==> config.mk <==
export PLATFORM = sky130hd
export DESIGN_NAME = rv_inst_encoder
export DESIGN_NICKNAME = d
export VERILOG_FILES = /design/src/rtl/rv_isa_pkg.sv /design/src/rtl/rv_inst_pack.sv /design/src/rtl/rv_inst_encoder.sv
export SDC_FILE = /design/constraint.sdc
export NUM_CORES = 1
export LEC_CHECK = 0
export CORE_ASPECT_RATIO = 1.5
export CORE_UTILIZATION = 38
export DETAILED_ROUTE_END_ITERATION = 10
export PLACE_DENSITY = 0.68
export SLEW_MARGIN = 20
export SYNTH_ARGS = -nofsm -noshare
export SYNTH_HDL_FRONTEND = slang
export SYNTH_HIERARCHICAL = 1
export SYNTH_SLANG_ARGS = --single-unit
export TNS_END_PERCENT = 10
==> constraint.sdc <==
create_clock -name clk -period 2.3 [get_ports clk]
set_input_delay 0.23 -clock clk [delete_from_list [all_inputs] [get_ports clk]]
set_output_delay 0.23 -clock clk [all_outputs]
set_load 0.01 [all_outputs]
Fig. 1: run 1, wiring by layer
Drawn at 3 px/um. Only two layers are drawn.
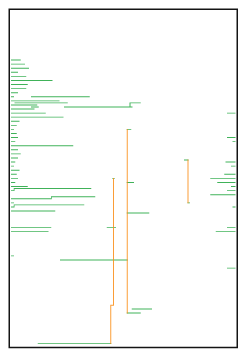
Key: M4 = orange [wire length 132 um]; M3 = green [wire length 469 um]
Total GRT Usage: 0.202
Detailed Route WL: 7890 um
vias: 2964
Wirelength per Cell: 13.5 um

Fig. 2: run 1, a small window of the routed layout
Region (23, 64) to (53, 94) um. Cells in grey, sequential cells in the stronger grey; small squares are vias.
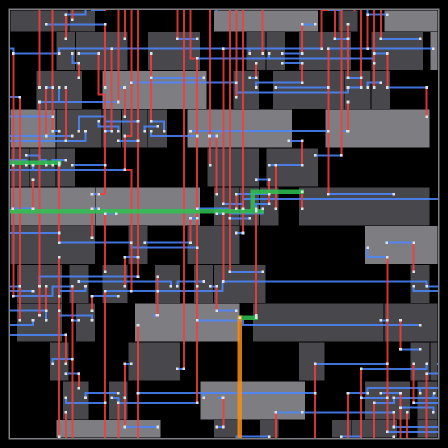
Key: M4 = orange; M2 = red; M1 = blue; M3 = green
Most frequent: nand2_1 (18), dfxtp_1 (10). 59 logic cells have their middle in the window. Sequential cells in the window: 10.

Fig. 3: run 1, logic cells by family
Drawn at 4 px/um.
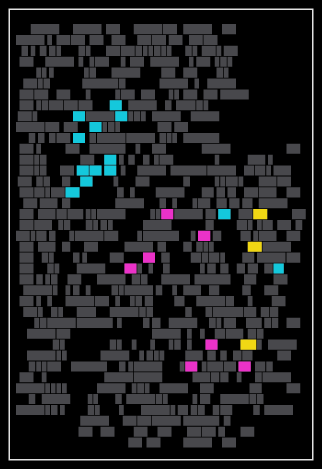
Key: xor and xnor cells = magenta [cells 7, most used xnor2_1]; non-inverting ao/oa cells = cyan [cells 13, most used a22o_1]; mux cells = yellow [cells 3, most used mux2i_1]
Top cell excl fill/tap: clkdlybuf4s50_1
Comb area share: 0.376
Final Instance Count excl. Fillers: 583

==> flow_metrics.env, run 1 <==
# source this file to load flow results
export IMPL_status="complete, no violations"
export IMPL_gr_total_overflow=0
export IMPL_drt_iter0_drc=152
export IMPL_slowest_delay_ns=0.42
export IMPL_largest_reg_flops=32
export IMPL_ys_chip_area_sq_um=3080
export IMPL_post_cts_setup_buffers=0
export IMPL_seq_area_sq_um=1220
export IMPL_syn_to_final_growth_pct=41.1
export IMPL_top_usage_layer="met2"
export IMPL_edf_count=0
export IMPL_rsz0062_at_grt="no"
export IMPL_fin_crit_ns=2.07
export IMPL_worstPathRequired_ns=2.48
export IMPL_n_antenna_cell=0
export IMPL_place_ws_ns=0.259
export IMPL_worst_pin_slew_ns=0.556
export IMPL_gp_congestion=0.928
export IMPL_report_final_hold_viol_count=0
export IMPL_dpl_cell_count=569
export IMPL_die_w_um=75.5
export IMPL_clkSlewWorstSetupHoldPaths_ns=0.05
export IMPL_synth_cells=392
export IMPL_cts_resized=0
export IMPL_path_class="flop to flop"
export IMPL_synth_warnings=6
export IMPL_highest_layer="met4"
export IMPL_antenna_found_initial=0
export IMPL_min_period_over_period=0.901
export IMPL_worstPathMaxFanout=6
export IMPL_ys_seq_frac=0.397
export IMPL_cts_root_buf="clkbuf_16"
export IMPL_holdCritPathClass="primary input to flop"
export IMPL_vias_per_cell=5.08
export IMPL_async_reset_ff_frac=0
export IMPL_layout_top_cells="clkdlybuf4s50_1 (97), nand2_1 (95), dfxtp_1 (61), a21oi_1 (52), o21ai_0 (23)"
export IMPL_cp_start_kind="flop"
## run 1: critical path, delay by kind of cell, from the launching register on
kind | cells | cell delay [ns]
AND-OR/OR-AND | 3 | 0.72
multiplexers | 1 | 0.33
AND/OR/NAND/NOR | 1 | 0.21
flip-flops | 1 | 0.41
adder cells (fa/ha/maj) | 1 | 0.25
## run 1: logic make-up (layout without fill, tap and decap cells)
group / after synthesis / count (layout) / share of synthesized area
simple gates: 156 / 156 / 0.236
compound gates: 106 / 106 / 0.209
flops: 61 / 61 / 0.397
buf+inv: 45 / 131 / 0.0764
fa+ha+maj: 12 / 12 / 0.0488
xor+xnor: 7 / 7 / 0.0199
mux: 3 / 3 / 0.0102
other cells: 2 / 5 / 0.00244
## run 1: power groups by stage
stage / Sequential (uW) / Clock [uW] / Combinational, uW
3_3_place_gp: 1230 / 0 / 988
4_1_cts: 1220 / 1250 / 1010
2_1_floorplan: 1260 / 0 / 546
3_5_place_dp: 1240 / 0 / 1000
5_1_grt: 1230 / 1280 / 1110
6_report: 1210 / 1210 / 999
## run 1: synth_stat cells, types with 3 or more instances
cell type	instances
a21oi_1	52
o21ai_0	23
o211ai_1	3
dfxtp_1	61
nand3b_1	3
nand4_1	3
nand3_1	4
nand2b_1	3
a31oi_1	3
a22o_1	10
nand4b_1	3
or3_1	4
inv_1	10
and3_1	3
ha_1	12
buf_4	13
nor2_1	18
or2_2	4
nor4_1	3
clkbuf_1	18
nand2_1	95
xnor2_1	5
## run 1: area by class of cell
type                            instances  area share
Multi-Input combinational cell        289       0.376
Sequential cell                        61       0.281
Timing Repair Buffer                  107       0.243
Clock buffer                           12      0.0591
Tap cell                              102      0.0294
Inverter                               10     0.00865
Clock inverter                          2     0.00231
Fig. 4: run 1, metal 1
Drawn at 3 px/um. Supply wires on this layer in grey.
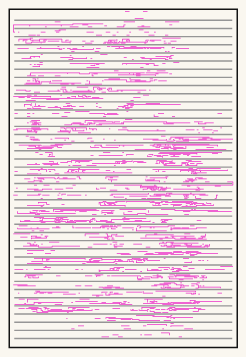

==> run 2: changes to the inputs <==
--- a/config.mk
+++ b/config.mk
@@ -7,8 +7,9 @@
 export LEC_CHECK = 0
 export CORE_ASPECT_RATIO = 1.5
 export CORE_UTILIZATION = 38
+export CTS_BUF_LIST = sky130_fd_sc_hd__clkbuf_16
 export DETAILED_ROUTE_END_ITERATION = 10
-export PLACE_DENSITY = 0.68
+export PLACE_DENSITY = 0.78
 export SLEW_MARGIN = 20
 export SYNTH_ARGS = -nofsm -noshare
 export SYNTH_HDL_FRONTEND = slang
Fig. 5: run 2, metal 1
Drawn at 3 px/um. Supply wires on this layer in grey.
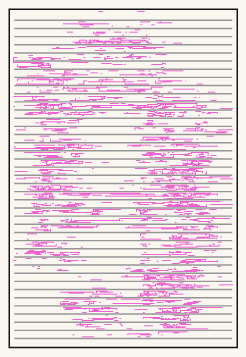
The layer carries 3150 um of wire. The layer holds 39% of the routed length. The longest straight run is 25.8 um. 453 nets have wire on it.
GRT met1 Usage: 0.214
Detailed Route WL: 8010 um
vias: 3006

==> run 2 against run 1 <==
Sequential share of layout area is 0.23 points lower. Power is 8.4% higher. Setup slack better by 0.025 ns. Area after synthesis stayed put. Synthesized cell count stayed put. Sequential cell count stayed put. Design area is 0.81% higher. Clock power is 24% higher. Highest routed layer unchanged. Utilization is 0.45 points higher. Largest power group is now clock. Combinational power is 0.6% lower.
==> flow_metrics.env, run 2 <==
# source this file to load flow results
export IMPL_worstPathMaxFanout=6
export IMPL_cts_resized=0
export IMPL_syn_to_final_growth_pct=42.2
export IMPL_gr_total_overflow=0
export IMPL_fin_crit_ns=2.05
export IMPL_firstDrtPassIters=4
export IMPL_report_final_hold_viol_count=0
export IMPL_holdCritPathClass="primary input to flop"
export IMPL_path_class="flop to flop"
export IMPL_cts_sinks=61
export IMPL_dp_hpwl_um=5820
export IMPL_cp_start_kind="flop"
export IMPL_clockBufferDepth=2
export IMPL_synth_distinct_cells=52
export IMPL_vias_per_cell=5.17
export IMPL_largest_reg_flops=32
export IMPL_min_period_over_period=0.890
export IMPL_worstPathRequired_ns=2.49
export IMPL_layout_cells_most_common="clkdlybuf4s50_1"
export IMPL_cts_buffers=9
export IMPL_n_antenna_cell=0
export IMPL_crit_arrival_ns=2.24
export IMPL_post_route_drc_count=0
export IMPL_post_cts_setup_buffers=0
export IMPL_rsz0062_at_grt="no"
export IMPL_ff_type="dfxtp_1"
export IMPL_status="complete, no violations"
export IMPL_place_area_sq_um=4050
export IMPL_seq_area_sq_um=1220
export IMPL_die_w_um=75.5
export IMPL_clock_latency_ns=0.33
export IMPL_routedWlPerCell_um=13.8
export IMPL_drt_iter0_drc=119
export IMPL_ys_seq_frac=0.397
export IMPL_die_y_um=112
export IMPL_antenna_found_initial=0
export IMPL_common_cells="nand2_1 (95), dfxtp_1 (61), a21oi_1 (52)"
export IMPL_synth_cells=392
export IMPL_drv_slew=0
export IMPL_max_freq_ghz=0.489
export IMPL_synth_warnings=6
export IMPL_top_cell="nand2_1"
export IMPL_p_leak_uw=0.00158
export IMPL_gp_congestion=0.888
export IMPL_async_reset_ff_frac=0
export IMPL_cts_root_buf="clkbuf_16"
export IMPL_io_pins=99
export IMPL_synth_stat_cells=392
export IMPL_worst_pin_slew_ns=0.739
export IMPL_holdWs_ns=0.449
export IMPL_ff2ff_setup_slack_ns=0.25
export IMPL_ys_chip_area_sq_um=3080
export IMPL_fp_util=0.399
export IMPL_clkSlewWorstSetupHoldPaths_ns=0.05
export IMPL_num_fill_cells=747
export IMPL_numPortBuffers=98
export IMPL_layout_top_cells="clkdlybuf4s50_1 (97), nand2_1 (95), dfxtp_1 (61), a21oi_1 (52), o21ai_0 (23)"
export IMPL_ys_ff=61
export IMPL_grt_pass1_vias=2826
export IMPL_edf_count=0
export IMPL_grt_usage=0.202
==> run 2: power breakdown <==
| part | internal, uW | switching, uW |
|---|---|---|
| clock | 1040 | 457 |
| combinational | 440 | 552 |
| sequential | 1150 | 64.6 |
==> run 2: critical path, cell delays in order, from the launching register on <==
cell and delay (ns):
dfxtp_1 0.44, ha_1 0.27, and3_1 0.21, mux2_1 0.33
a2bb2oi_1 0.17, o311ai_0 0.36, o211ai_1 0.13
==> run 2: cell families after synthesis <==
family | after synthesis | synth area share
adder cells (fa/ha/maj) | 12 | 0.0488
flip-flops | 61 | 0.397
other | 2 | 0.00244
XOR/XNOR | 7 | 0.0199
buffers and inverters | 45 | 0.0764
multiplexers | 3 | 0.0102
AND-OR/OR-AND | 106 | 0.209
AND/OR/NAND/NOR | 156 | 0.236
==> run 2: layout make-up <==
cell class,count,share of cell area
multi-input combinational,289,0.373
sequential,61,0.279
timing repair buffer,103,0.234
clock buffer,9,0.0515
tap,102,0.0292
clock inverter,7,0.0243
inverter,10,0.00858
==> run 2: per-stage QoR <==
stage / power [uW] / std cells / utilization / worst slack [ns]
after floorplan: 1810 / 395 / - / 0.309
after global placement: 2200 / 565 / 0.525 / 0.294
after detailed placement: 2230 / 565 / 0.525 / 0.238
after CTS: 3740 / 581 / 0.568 / 0.237
after global routing: 3910 / 581 / 0.568 / 0.0850
final: 3710 / 581 / 0.568 / 0.253
==> run 2: per-layer routing <==
| metal | part of all wire | GRT usage | vias up |
|---|---|---|---|
| met5 | 0 | 0 | - |
| met4 | 0.022 | 0.104 | 0 |
| met3 | 0.064 | 0.0682 | 12 |
| met2 | 0.52 | 0.342 | 113 |
| met1 | 0.39 | 0.214 | 1391 |
| li1 | - | - | 1490 |
Power is estimated from default activity; no workload was simulated.
